$ cat src/rtl/d_format_decoder_pkg.sv
// Shared constants and types for the Power ISA D-form decoder.
// Holds unit IDs, register access codes, the D format code, opcode values
// and the decoded-header bundle passed from the opcode table to the top.
package d_format_decoder_pkg;

   localparam int ADDR_W    = 64;
   localparam int INSTR_W   = 32;
   localparam int PID_W     = 20;
   localparam int TID_W     = 16;
   localparam int MAJ_ID_W  = 64;
   localparam int MIN_ID_W  = 7;
   localparam int OPCODE_W  = 12;
   localparam int PRIM_W    = 6;
   localparam int REG_W     = 5;
   localparam int IMM_W     = 16;
   localparam int FMT_W     = 25;
   localparam int BODY_W    = 26;

   localparam logic [1:0] REG_NONE  = 2'b00;
   localparam logic [1:0] REG_READ  = 2'b10;
   localparam logic [1:0] REG_WRITE = 2'b01;
   localparam logic [1:0] REG_RW    = 2'b11;

   localparam logic [2:0] FX_UNIT     = 3'd0;
   localparam logic [2:0] FP_UNIT     = 3'd1;
   localparam logic [2:0] VX_UNIT     = 3'd2;
   localparam logic [2:0] CR_UNIT     = 3'd3;
   localparam logic [2:0] LS_UNIT     = 3'd4;
   localparam logic [2:0] BRANCH_UNIT = 3'd6;

   localparam logic [FMT_W-1:0] D_FORMAT = 25'd32;

   localparam logic [5:0] OP_TDI      = 6'd2;
   localparam logic [5:0] OP_TWI      = 6'd3;
   localparam logic [5:0] OP_MULLI    = 6'd7;
   localparam logic [5:0] OP_SUBFIC   = 6'd8;
   localparam logic [5:0] OP_CMPLI    = 6'd10;
   localparam logic [5:0] OP_CMPI     = 6'd11;
   localparam logic [5:0] OP_ADDIC    = 6'd12;
   localparam logic [5:0] OP_ADDIC_RC = 6'd13;
   localparam logic [5:0] OP_ADDI     = 6'd14;
   localparam logic [5:0] OP_ADDIS    = 6'd15;
   localparam logic [5:0] OP_ORI      = 6'd24;
   localparam logic [5:0] OP_ORIS     = 6'd25;
   localparam logic [5:0] OP_XORI     = 6'd26;
   localparam logic [5:0] OP_XORIS    = 6'd27;
   localparam logic [5:0] OP_ANDI_RC  = 6'd28;
   localparam logic [5:0] OP_ANDIS_RC = 6'd29;
   localparam logic [5:0] OP_LMW      = 6'd46;
   localparam logic [5:0] OP_STMW     = 6'd47;

   typedef struct packed {
      logic       valid;
      logic [2:0] unit;
      logic [1:0] op1_rw;
      logic [1:0] op2_rw;
      logic       op1_is_reg;
      logic       op2_is_reg;
      logic       imm_ext;
      logic       imm_shift;
      logic       mod_cr;
      logic [6:0] num_uops;
   } dec_info_t;

endpackage

$ cat src/rtl/d_format_opcode_lut.sv
// Combinational D-form opcode table: opcode/RT/RA -> valid, unit, flags.
// Ports: opcode_i, op1_i (bits 6:10), ra_i -> info_o. FP rows need DFORMAT_FP_EN.
module d_format_opcode_lut
   import d_format_decoder_pkg::*;
(
   input  logic [5:0] opcode_i,
   input  logic [4:0] op1_i,
   input  logic [4:0] ra_i,
   output dec_info_t  info_o
);

   logic is_trap;
   logic is_cmp;
   logic is_arith;
   logic is_logic;
   logic is_int_ls;
   logic is_fp_ls;
   logic is_ls;
   logic is_store;
   logic is_update;
   logic is_multi;
   logic ra_zero_form;

   always_comb begin
      is_trap   = (opcode_i == OP_TDI) || (opcode_i == OP_TWI);
      is_cmp    = (opcode_i == OP_CMPLI) || (opcode_i == OP_CMPI);
      is_arith  = (opcode_i == OP_MULLI) || (opcode_i == OP_SUBFIC) ||
                  (opcode_i[5:2] == 4'b0011);
      is_logic  = (opcode_i >= OP_ORI) && (opcode_i <= OP_ANDIS_RC);
      // 32..47 are the integer loads/stores including lmw/stmw
      is_int_ls = (opcode_i[5:4] == 2'b10);
`ifdef DFORMAT_FP_EN
      is_fp_ls  = (opcode_i[5:3] == 3'b110);
`else
      is_fp_ls  = 1'b0;
`endif
      is_ls     = is_int_ls || is_fp_ls;
      // stores: 36-39, 44-45, 47 (stmw), 52-55 (FP)
      is_store  = (opcode_i[5:2] == 4'b1001) ||
                  (opcode_i[5:1] == 5'b10110) ||
                  (opcode_i == OP_STMW) ||
                  (is_fp_ls && opcode_i[2]);
      is_update = is_ls && opcode_i[0];
      is_multi  = (opcode_i == OP_LMW) || (opcode_i == OP_STMW);
      // RA==0 means literal zero for these forms, not GPR0
      ra_zero_form = (opcode_i == OP_ADDI) || (opcode_i == OP_ADDIS) ||
                     (is_ls && !opcode_i[0]);

      info_o = '0;
      info_o.valid = is_trap || is_cmp || is_arith || is_logic || is_ls;

      unique case (1'b1)
         is_trap: info_o.unit = BRANCH_UNIT;
         is_ls:   info_o.unit = LS_UNIT;
         default: info_o.unit = FX_UNIT;
      endcase

      unique case (1'b1)
         is_trap || is_cmp: info_o.op1_rw = REG_NONE;
         is_store:          info_o.op1_rw = REG_READ;
         default:           info_o.op1_rw = REG_WRITE;
      endcase

      info_o.op1_is_reg = !(is_trap || is_cmp);
      info_o.op2_rw     = is_update ? REG_RW : REG_READ;
      info_o.op2_is_reg = !(ra_zero_form && (ra_i == 5'd0));
      info_o.imm_ext    = !(is_logic || (opcode_i == OP_CMPLI));
      info_o.imm_shift  = (opcode_i == OP_ADDIS) ||
                          (opcode_i == OP_ORIS) ||
                          (opcode_i == OP_XORIS) ||
                          (opcode_i == OP_ANDIS_RC);
      info_o.mod_cr     = is_cmp ||
                          (opcode_i == OP_ADDIC_RC) ||
                          (opcode_i == OP_ANDI_RC) ||
                          (opcode_i == OP_ANDIS_RC);
      // lmw/stmw move RT..r31
      info_o.num_uops   = is_multi ? (7'd32 - {2'b00, op1_i}) : 7'd1;
   end

endmodule

$ cat src/rtl/d_format_decoder.sv
// Registered Power ISA D-form decoder: validates opcode, emits micro-op header.
// Ports: clock/reset/enable/stall, format+opcode+instruction+metadata in;
// enable_o, opcode/unit/operand flags/body and metadata copies out.
// Optional FP load/store decoding (opcodes 48-55) with DFORMAT_FP_EN.
module d_format_decoder
   import d_format_decoder_pkg::*;
(
   input  logic                clock_i,
   input  logic                reset_i,
   input  logic                enable_i,
   input  logic                stall_i,
   input  logic [FMT_W-1:0]    instFormat_i,
   input  logic [PRIM_W-1:0]   instructionOpcode_i,
   input  logic [INSTR_W-1:0]  instruction_i,
   input  logic [ADDR_W-1:0]   instructionAddress_i,
   input  logic                is64Bit_i,
   input  logic [PID_W-1:0]    instructionPid_i,
   input  logic [TID_W-1:0]    instructionTid_i,
   input  logic [MAJ_ID_W-1:0] instructionMajId_i,
   output logic                enable_o,
   output logic [OPCODE_W-1:0] opcode_o,
   output logic [ADDR_W-1:0]   instructionAddress_o,
   output logic                is64Bit_o,
   output logic [PID_W-1:0]    instPid_o,
   output logic [TID_W-1:0]    instTid_o,
   output logic [MAJ_ID_W-1:0] instMajId_o,
   output logic [2:0]          functionalUnitType_o,
   output logic [MIN_ID_W-1:0] instMinId_o,
   output logic [MIN_ID_W-1:0] numMicroOps_o,
   output logic [1:0]          op1rw_o,
   output logic [1:0]          op2rw_o,
   output logic                op1isReg_o,
   output logic                op2isReg_o,
   output logic                immIsExtended_o,
   output logic                immIsShifted_o,
   output logic                modifiesCR_o,
   output logic [BODY_W-1:0]   instructionBody_o
);

   dec_info_t           lut_info;
   dec_info_t           info_d, info_q;
   logic [PRIM_W-1:0]   prim_d, prim_q;
   logic [BODY_W-1:0]   body_d, body_q;
   logic [ADDR_W-1:0]   addr_d, addr_q;
   logic                is64_d, is64_q;
   logic [PID_W-1:0]    pid_d, pid_q;
   logic [TID_W-1:0]    tid_d, tid_q;
   logic [MAJ_ID_W-1:0] maj_d, maj_q;
   logic                unused_opcode_bits;

   // primary opcode arrives separately from the classifier
   assign unused_opcode_bits = ^instruction_i[31:26];

   d_format_opcode_lut u_lut (
      .opcode_i (instructionOpcode_i),
      .op1_i    (instruction_i[25:21]),
      .ra_i     (instruction_i[20:16]),
      .info_o   (lut_info)
   );

   always_comb begin
      info_d = info_q;
      prim_d = prim_q;
      body_d = body_q;
      addr_d = addr_q;
      is64_d = is64_q;
      pid_d  = pid_q;
      tid_d  = tid_q;
      maj_d  = maj_q;
      if (!stall_i) begin
         info_d.valid = 1'b0;
         if (enable_i) begin
            info_d       = lut_info;
            info_d.valid = lut_info.valid && (instFormat_i == D_FORMAT);
            prim_d       = instructionOpcode_i;
            body_d       = instruction_i[25:0];
            addr_d       = instructionAddress_i;
            is64_d       = is64Bit_i;
            pid_d        = instructionPid_i;
            tid_d        = instructionTid_i;
            maj_d        = instructionMajId_i;
         end
      end
   end

   always_ff @(posedge clock_i or posedge reset_i) begin
      if (reset_i) begin
         info_q <= '0;
         prim_q <= '0;
         body_q <= '0;
         addr_q <= '0;
         is64_q <= 1'b0;
         pid_q  <= '0;
         tid_q  <= '0;
         maj_q  <= '0;
      end else begin
         info_q <= info_d;
         prim_q <= prim_d;
         body_q <= body_d;
         addr_q <= addr_d;
         is64_q <= is64_d;
         pid_q  <= pid_d;
         tid_q  <= tid_d;
         maj_q  <= maj_d;
      end
   end

   assign enable_o             = info_q.valid;
   assign opcode_o             = {prim_q, 6'b000000};
   assign instructionAddress_o = addr_q;
   assign is64Bit_o            = is64_q;
   assign instPid_o            = pid_q;
   assign instTid_o            = tid_q;
   assign instMajId_o          = maj_q;
   assign functionalUnitType_o = info_q.unit;
   assign instMinId_o          = '0;
   assign numMicroOps_o        = info_q.num_uops;
   assign op1rw_o              = info_q.op1_rw;
   assign op2rw_o              = info_q.op2_rw;
   assign op1isReg_o           = info_q.op1_is_reg;
   assign op2isReg_o           = info_q.op2_is_reg;
   assign immIsExtended_o      = info_q.imm_ext;
   assign immIsShifted_o       = info_q.imm_shift;
   assign modifiesCR_o         = info_q.mod_cr;
   assign instructionBody_o    = body_q;

endmodule

$ cat config.mk
export PLATFORM = sky130hd
export DESIGN_NAME = d_format_decoder
export DESIGN_NICKNAME = d
export VERILOG_FILES = /design/src/rtl/d_format_decoder_pkg.sv /design/src/rtl/d_format_opcode_lut.sv /design/src/rtl/d_format_decoder.sv
export SDC_FILE = /design/constraint.sdc
export NUM_CORES = 1
export LEC_CHECK = 0
export ABC_CLOCK_PERIOD_IN_PS = 17900
export CAP_MARGIN = 20
export CORE_AREA = 3 3 179 181
export DETAILED_ROUTE_END_ITERATION = 16
export DIE_AREA = 0 0 182 184
export REMOVE_ABC_BUFFERS = 1
export SETUP_SLACK_MARGIN = 0.05
export SLEW_MARGIN = 15
export SYNTH_ARGS = -nofsm -noshare
export SYNTH_HDL_FRONTEND = slang
export SYNTH_SLANG_ARGS = --single-unit
$ cat constraint.sdc
create_clock -name clock_i -period 17.9 [get_ports clock_i]
set_input_delay 3.58 -clock clock_i [delete_from_list [all_inputs] [get_ports clock_i]]
set_output_delay 3.58 -clock clock_i [all_outputs]
set_load 0.005 [all_outputs]
==> notes.md, run 1 <==
Notes on the flow run.

- The flow ran to the end, and the final reports show no timing, DRC or antenna violations.
- Among all cell classes, the greatest summed area belongs to sequential cells.
- The clock distribution power is 0.000506 W, for reference.
- The synthesized netlist devotes 2.52% of its cell area to compound gates.
- The count of cell types in the netlist is 39, for reference.
- Max fanout on the critical path was recorded as 99.
- The CTS report gives the tree buffer count as 25.
- The via density per instance is 4.20, for reference.
- The H-tree depth reported by CTS is 1, for reference.
- After clock tree synthesis, the clock-pin slew on the worst setup and hold paths is 0.06 ns.
- The global placer's final weighted congestion is 0.774, for reference.
- The post-place instance area is 13100 sq um, for reference.
- The OpenROAD report gives the critical path a data arrival time of 6.96 ns.
- Setup repair after global routing left no endpoint under its margin.
- The power report attributes to the sequential group a share of 42.5%.
- The slowest stage of the critical path is the buf_4 cell.
- The maximum VDD drop is 0.0000626 V, for reference.
- The flow reports that the clock network draws 37.5% of the design power.
- The design has 215 sequential cells.
- The maximum operating frequency is 0.153 GHz, for reference.
- The launching element type of the critical path is an input port, for reference.
- In the final layout, clock buffers and inverters account for 5.84% of the cell area.
- In this run the register-to-register setup slack is 17.17 ns.
- Combinational cells account for 19.9% of the total power.
- In this run the post-CTS setup repair buffer count came out at 0.
- Ranked by instance count, the synthesized netlist is headed by nand2_1, dfrtp_1, buf_2.
- The floorplan die area is 33500 sq um, for reference.
- The layout report gives the multi-input gate share of total cell area as 19.7%.
- The final worst slack is 11.38 ns, for reference.
- The end of the critical path is instPid_o[4], for reference.
- The leakage power figure is 6.67 nW, for reference.
- The worst setup path is captured at a flop.
- The site row count is 64, for reference.
- The dominant synthesized flop cell is dfrtp_1, for reference.
- The wire length of the first global-routing pass is 42700 microns, for reference.
- The placed wire-length estimate after detailed placement is 19700 microns, for reference.
- The reg-to-reg critical path startpoint is numMicroOps_o[5], for reference.
- The main area contributors are dfrtp_1, nand2_1, buf_2.
- Leaving out fill and tap cells, the most frequent cell in the layout is nand2_1.
- The setup TNS is 0 ns, for reference.
- The count of tool warnings is 31, for reference.
- The detailed router reports a met2 wire length of 14000 microns.
- In this design, the stage delay of the slowest critical-path cell is 0.90 ns.
- The floorplan report gives the top-level pin count as 462.
- A synthesized cell averages 8.98 sq um.
- Per the OpenROAD floorplan log, the area of the core is 30600 sq um.
- According to the report, the first pass of detailed routing completed in 4 iterations.
- Sorting the Yosys area breakdown by cell type puts at the top dfrtp_1.
- Port buffering added 440 buffers.
- After layout, the worst path uses 36.4% of the clock period.
- The remaining max-slew budget at the tightest pin is 24.1%, for reference.
- The synthesis-to-layout area growth is 65.0%, for reference.
- The length in cells of the worst reg-to-reg path is 1, for reference.
- Per the layout area report, the sequential fraction of cell area is 38.7%.
- The number of buffers and inverters on the critical path is 3, for reference.
- The critical path endpoint has a required time of 18.34 ns.
- The DRC violation count after routing is 0, for reference.
- The fraction of final layout cells sized beyond drive strength 1 is 3.64%, for reference.
- Summed over all nets, the switching power comes to 0.000330 W.
- For reference, the critical path cell chain is clkdlybuf4s50_1 -> nor2b_4 -> buf_4 -> buf_4 -> nand2_1 -> nand2_1.
- The worst hold path terminates at instPid_o[1].
- The initial utilization of the core area, before any placement, comes to 27.5%.
- All stages included, the depth of the critical timing path comes to 6.
- Internal power comes to 0.00102 W.
- The combinational family with the most area after synthesis is simple AND/OR/NAND/NOR gates, for reference.
- The die is 182 microns wide.
- The TritonCTS clock tree is yes, for reference.
- Timing analysis after detailed placement gives a worst setup slack of 10.82 ns.
- The worst hold path belongs to the class reg -> reg.
- The count of warnings emitted by yosys is 0, for reference.
- The average wire per cell in the routed design is 15.6 microns, for reference.
- The clock tree root driver cell is clkbuf_16, for reference.
- For reference, the critical path is launched at enable_i.
- Synthesis inferred 215 register bits.
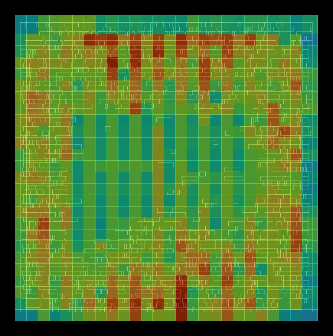
**Above:** run 1 (track usage over the die).
M3 GR Usage: 4.16%
GR peak layer: met2
total routing resource utilization after global routing: 15.7%
GRT met2 Usage: 27.9%
final core area utilization: 45.5%

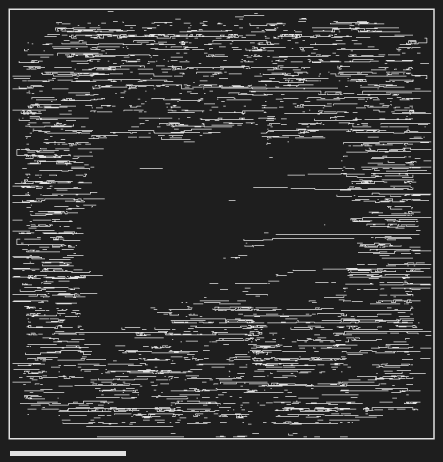
**Above:** run 1 (M1 wires).
Bar = 50 microns.
share of all routed wire: 39%
main direction: horizontal
longest straight run: 61.6 microns
nets with wire on the layer: 1377
wire length on this layer: 10900 microns

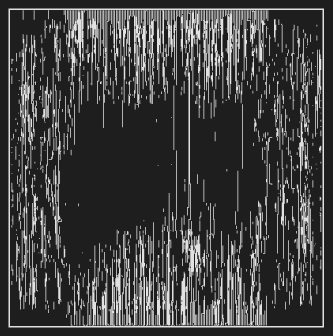
**Above:** run 1 (the metal 2 layer).
longest straight run: 78.4 microns
nets with wire on the layer: 1255
share of all routed wire: 51%
wire length on this layer: 14000 microns
number of vias after detailed routing: 7438
total wire length after detailed routing: 27700 microns

**Run 1: wire density map**

Bar = 50 microns. 36 x 37 tiles, from black (low) to pale yellow (high), scaled to the fullest tile. Values are wire area over tile area, all layers added.
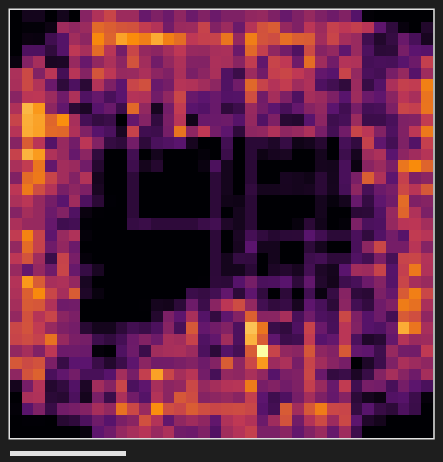

==> run 2: changes to the inputs <==
--- a/config.mk
+++ b/config.mk
@@ -5,7 +5,7 @@
 export SDC_FILE = /design/constraint.sdc
 export NUM_CORES = 1
 export LEC_CHECK = 0
-export ABC_CLOCK_PERIOD_IN_PS = 17900
+export ABC_CLOCK_PERIOD_IN_PS = 5300
 export CAP_MARGIN = 20
 export CORE_AREA = 3 3 179 181
 export DETAILED_ROUTE_END_ITERATION = 16
==> constraint.sdc (replaced) <==
create_clock -name clock_i -period 5.3 [get_ports clock_i]
set_input_delay 1.06 -clock clock_i [delete_from_list [all_inputs] [get_ports clock_i]]
set_output_delay 1.06 -clock clock_i [all_outputs]
set_load 0.005 [all_outputs]
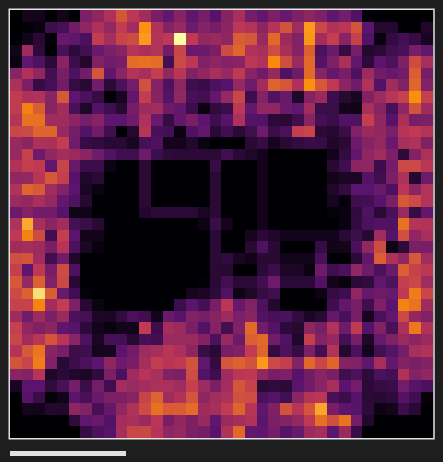
**Above:** run 2 (wire density map).
Bar = 50 microns. 36 x 37 tiles, from black (low) to pale yellow (high), scaled to the fullest tile. Values are wire area over tile area, all layers added.
fullest tile: 0.51
emptiest ninth of the die: center
tiles over half the peak: 13%
densest ninth of the die: bottom center
total wire length after detailed routing: 27200 microns
post-detailed-route wirelength per cell: 15.3 microns
number of vias after detailed routing: 7560
total routing resource utilization after global routing: 15.7%

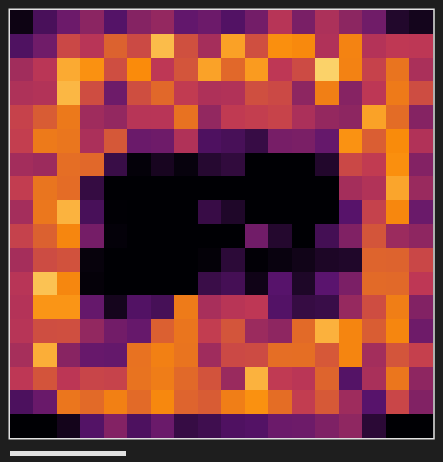
**Above:** run 2 (placement density heat map).
Bar = 50 microns. 18 x 18 tiles, from black (low) to pale yellow (high), 0 to 100% covered.
nearly empty tiles: 14%
tiles over 75% full: 6.5%
mean over tiles: 40%
fullest tile: 90%
emptiest ninth of the die: center
core utilization at floorplan: 27.5%
Core Box Area: 30600 sq um
final core area utilization: 45.8%

==> notes.md, run 2 <==
Notes on the flow run.

- The run finished with clean final reports.
- The count of cell types in the netlist is 39 (unchanged), for reference.
- The proportion of cell area occupied by multi-input gates is 19.6% (-0.15 points), for reference.
- The placed wire-length estimate after detailed placement is 19400 microns (-1.6%), for reference.
- Based on the critical path, the design can be clocked at up to 0.375 GHz.
- The clock distribution power came to 0.00177 W (+250%).
- Per the synthesis report, the dominant area consumer among library cells is dfrtp_1.
- The I/O pin total came to 462 (unchanged).
- The floorplan die area came to 33500 sq um (unchanged).
- Per the STA report, the cell with the highest stage delay on the worst path is nor2b_4.
- The overall overflow remaining after global route is 0, for reference.
- The number of buffers inserted by post-CTS setup repair is 0 (unchanged), for reference.
- The and-or/or-and share of the synthesized area is 2.52% (unchanged), for reference.
- The fraction of power consumed by sequential logic is 41.9% (-0.6 points), for reference.
- From synthesis to final layout, the design area changed by 66.3%.
- The global placer's final weighted congestion came to 0.791 (+2.2%).
- Yosys attributes the largest share of cell area to dfrtp_1, nand2_1, buf_2.
- In the synthesized netlist, the cells that appear most often are nand2_1, dfrtp_1, buf_2.
- The DRC violation count after routing came to 0 (unchanged).
- The share of the final layout cell area in sequential cells is 38.4% (-0.29 points), for reference.
- The clock transition at the registers of the reported paths came to 0.05 ns (about the same).
- The H-tree depth reported by CTS came to 1 (unchanged).
- The global-route track usage on met3 is 3.92% (-0.24 points).
- The combinational family with the most area after synthesis is simple AND/OR/NAND/NOR gates, for reference.
- The internal power component was 0.00348 W (+240%).
- The number of buffers created by CTS came to 27 (+8.0%).
- The setup TNS is 0 ns (unchanged), for reference.
- The first-pass iteration count of the detailed router is 4 (unchanged), for reference.
- The horizontal die dimension is 182 microns (unchanged), for reference.
- The length in cells of the worst reg-to-reg path was 1 (unchanged).
- The net load switching power is 0.00114 W (+250%), for reference.
- Looking at the cell usage after synthesis, the top flip-flop cell is dfrtp_1.
- The busiest layer in global routing is met2, for reference.
- The count of tool warnings is 33 (+6.5%), for reference.
- The data required time at the worst endpoint is 5.75 ns (-12.59 ns), for reference.
- The worst hold path terminates at instructionBody_o[25].
- The portion of total power attributed to the clock network is 38.4% (+0.9 points).
- The wire length of the first global-routing pass was 43200 microns (+1.1%).
- The tree is rooted in a clkbuf_16.
- The biggest fanout along the worst timing path is 79 (-20%), for reference.
- The slack of the worst reg-to-reg path is 4.60 ns (-12.57 ns), for reference.
- The relative contribution of combinational cells to total power is 19.7% (-0.2 points), for reference.
- Among logic cells in the layout, the one with the most instances is nand2_1.
- The amount of wire on met2 after detailed routing came to 13200 microns (-5.5%).
- The TritonCTS clock tree is yes, for reference.
- The leakage power figure came to 6.72 nW (+0.63%).
- The maximum VDD drop came to 0.000256 V (+310%).
- The remaining max-slew budget at the tightest pin came to 43.4% (+19 points).
- The end of the critical path is immIsShifted_o, for reference.
- The via density per instance came to 4.25 (+1.3%).
- The arrival time at the worst endpoint came to 3.11 ns (-3.85 ns).
- The number of buffers and inverters on the critical path is 2 (-1), for reference.
- The final worst slack was 2.64 ns (-8.75 ns).
- The final-layout clock-cell area share is 6.11% (+0.27 points).
- The cell count along the critical path is 5 (-1), for reference.
- The post-place instance area came to 13200 sq um (+0.48%).
- After clock tree synthesis, the flow added hold-fix buffers numbering 0.
- The count of warnings emitted by yosys is 0 (unchanged), for reference.
- The number of port buffers is 440 (unchanged).
- The count of state elements after synthesis is 215 (unchanged), for reference.
- The final cycle utilization of the critical path is 50.3%, for reference.
- Tracing the worst setup path back leads to its startpoint at enable_i.
- The portion of synthesized area spent on multiplexers is 0.119%.
- The post-place setup slack came to 2.09 ns (-8.72 ns).
- The mean post-synth cell area is 8.98 sq um (unchanged), for reference.
- The sequential cell count of the final layout came to 215 (unchanged).
- In this run the critical register-to-register path is launched from numMicroOps_o[5].
- The largest cell class by area is sequential cells, for reference.
- The fraction of final layout cells sized beyond drive strength 1 is 3.69% (+0.057 points).
- The site row count is 64 (unchanged), for reference.
- The worst stage delay on the critical path is 0.73 ns (-0.17 ns), for reference.
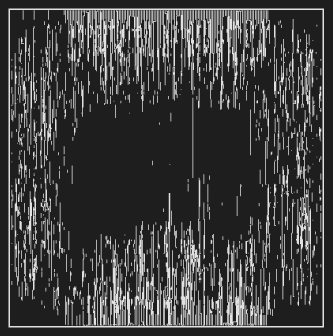
**Above:** run 2 (the metal 2 layer).
wire length on this layer: 13200 microns
share of all routed wire: 49%
GRT met2 Usage: 26.8%

**Run 2: track usage over the die**

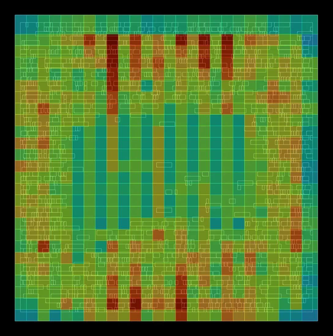

==> run 3: changes to the inputs <==
--- a/config.mk
+++ b/config.mk
@@ -5,7 +5,7 @@
 export SDC_FILE = /design/constraint.sdc
 export NUM_CORES = 1
 export LEC_CHECK = 0
-export ABC_CLOCK_PERIOD_IN_PS = 5300
+export ABC_CLOCK_PERIOD_IN_PS = 2370
 export CAP_MARGIN = 20
 export CORE_AREA = 3 3 179 181
 export DETAILED_ROUTE_END_ITERATION = 16
==> constraint.sdc (replaced) <==
create_clock -name clock_i -period 2.37 [get_ports clock_i]
set_input_delay 0.474 -clock clock_i [delete_from_list [all_inputs] [get_ports clock_i]]
set_output_delay 0.474 -clock clock_i [all_outputs]
set_load 0.005 [all_outputs]
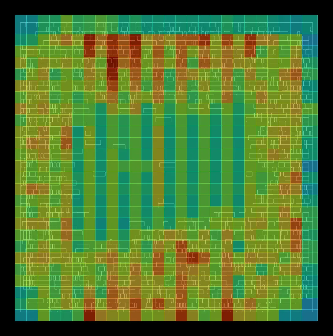
**Above:** run 3 (track usage over the die).
GRT met2 Usage: 27.7%
met1 track demand over resource in global routing: 19.5%
post-detailed-route wirelength per cell: 15.4 microns
final core area utilization: 46.6%

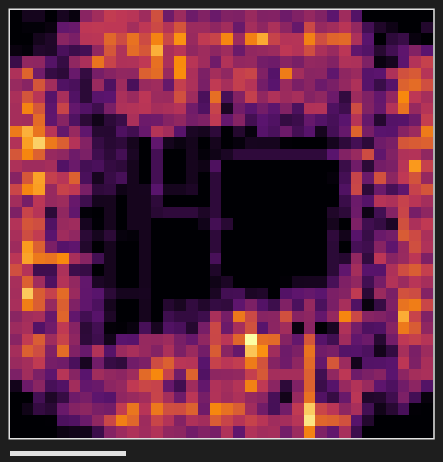
**Above:** run 3 (wire density map).
Bar = 50 microns. 36 x 37 tiles, from black (low) to pale yellow (high), scaled to the fullest tile. Values are wire area over tile area, all layers added.
nearly empty tiles: 17%
tiles over half the peak: 16%
mean over tiles: 0.13
total wire length after detailed routing: 27800 microns
number of vias after detailed routing: 7602
total routing resource utilization after global routing: 16.0%

==> notes.md, run 3 <==
Notes on the flow run.

- The flow ran to the end, and the final reports show no timing, DRC or antenna violations.
- The final worst slack is 0.471 ns (-2.16 ns), for reference.
- The leakage power figure is 6.85 nW (+2.0%), for reference.
- The count of hold buffers inserted by post-cts repair is 0 (unchanged), for reference.
- The wire length of the first global-routing pass came to 43700 microns (+1.2%).
- The I/O pin total was 462 (unchanged).
- The final cycle utilization of the critical path is 80.1%, for reference.
- The count of cell types in the netlist is 39 (unchanged), for reference.
- From synthesis to final layout, the design area changed by 69.2%.
- The core footprint was 30600 sq um (unchanged).
- In this run, the number of DRC markers left after iteration 0 of detailed routing was 353.
- The starting density of the core was 27.5% (unchanged).
- The amount of wire on met2 after detailed routing is 13800 microns (+4.6%), for reference.
- The TritonCTS clock tree is yes, for reference.
- The busiest layer in global routing is met2, for reference.
- The setup TNS is 0 ns (unchanged), for reference.
- The via density per instance came to 4.22 (-0.84%).
- The fraction of power consumed by sequential logic was 42.8% (+0.9 points).
- The clock distribution power is 0.00368 W (+110%).
- The global-route track usage on met3 was 4.02% (+0.099 points).
- The clock transition at the registers of the reported paths is 0.06 ns (about the same).
- The H-tree depth reported by CTS is 1 (unchanged).
- The dominant synthesized flop cell is dfrtp_1, for reference.
- The multiplexer share of the synthesized area was 0.119% (unchanged).
- The time the final worst path needs with I/O delays and setup is 1.90 ns, for reference.
- The sequential cell count of the final layout is 215 (unchanged), for reference.
- The fraction of final layout cells sized beyond drive strength 1 was 5.27% (+1.6 points).
- The site row count is 64 (unchanged), for reference.
- The overall overflow remaining after global route is 0 (unchanged), for reference.
- The maximum VDD drop is 0.000456 V (+78%), for reference.
- In the synthesized netlist, the dominant kind of combinational cell is simple AND/OR/NAND/NOR gates.
- The floorplan die area was 33500 sq um (unchanged).
- The cell count along the critical path is 1 (-4).
- The relative contribution of combinational cells to total power came to 20.8% (+1.1 points).
- The detailed router used layers up to and including met4.
- The synthesis run shows the most used standard cells to be nand2_1, dfrtp_1, buf_2.
- The count of warnings emitted by yosys is 0 (unchanged).
- The number of buffers created by CTS came to 25 (-7.4%).
- The clock net in this run drives a total of 215 sinks.
- The and-or/or-and share of the synthesized area came to 2.52% (unchanged).
- The number of port buffers is 440 (unchanged), for reference.
- The biggest fanout along the worst timing path is 2 (-97%), for reference.
- The first element of the critical path is instructionBody_o[3], for reference.
- The internal power component came to 0.00757 W (+120%).
- The slack of the worst reg-to-reg path is 1.67 ns (-2.93 ns), for reference.
- The net load switching power is 0.00255 W (+120%), for reference.
- The critical path ends at instructionBody_o[3].
- The number of buffers inserted by post-CTS setup repair came to 0 (unchanged).
- The post-place instance area is 13500 sq um (+2.4%), for reference.
- The sequential cell area is 5380 sq um, for reference.
- The root buffer cell chosen for the clock tree is clkbuf_16.
- The global placer's final weighted congestion came to 0.782 (-1.1%).
- The number of buffers and inverters on the critical path was 1 (-1).
- The reg-to-reg critical path startpoint is op2rw_o[0], for reference.
- The placed wire-length estimate after detailed placement is 20700 microns (+6.9%).
- The count of tool warnings is 31 (-6.1%).
- The share of the final layout cell area in sequential cells is 37.7% (-0.66 points).
- The first-pass iteration count of the detailed router is 4 (unchanged), for reference.
- The count of state elements after synthesis was 215 (unchanged).
- Leaving out fill and tap cells, the most frequent cell in the layout is nand2_1.
- The largest cell class by area is sequential cells.
- Summed over all sequential cells, the power is 0.00433 W.
- The power in combinational cells is 0.00211 W, for reference.
- The final-layout clock-cell area share is 5.48% (-0.62 points), for reference.
- The post-place setup slack is 0.329 ns (-1.76 ns), for reference.
- The mean post-synth cell area was 8.98 sq um (unchanged).
- The number of multi-input combinational cells in the layout is 669, for reference.
- The arrival time at the worst endpoint is 1.42 ns (-1.69 ns).
- The worst stage delay on the critical path was 0.56 ns (-0.17 ns).
- The main area contributors are dfrtp_1, nand2_1, buf_2.
- The data required time at the worst endpoint is 1.90 ns (-3.85 ns).
- The horizontal die dimension came to 182 microns (unchanged).
- The flow reports an fmax of 0.527 GHz.
- The highest-delay cell along the critical path is clkdlybuf4s50_1, for reference.
- The cell type with the largest total area is dfrtp_1, for reference.
- The length in cells of the worst reg-to-reg path is 1 (unchanged), for reference.
- The portion of total power attributed to the clock network was 36.4% (-2.0 points).
- The DRC violation count after routing is 0 (unchanged), for reference.
- The proportion of cell area occupied by multi-input gates is 19.2% (-0.34 points), for reference.
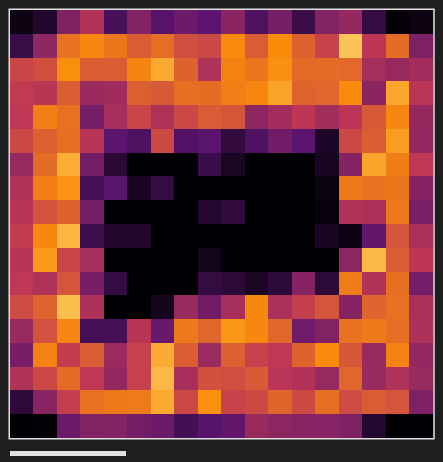
**Above:** run 3 (placement density heat map).
Bar = 50 microns. 18 x 18 tiles, from black (low) to pale yellow (high), 0 to 100% covered.
fullest tile: 87%
tiles over 75% full: 5.9%
nearly empty tiles: 14%
mean over tiles: 41%
emptiest ninth of the die: center

No activity file was given, so power comes from the tool's default toggle rates.
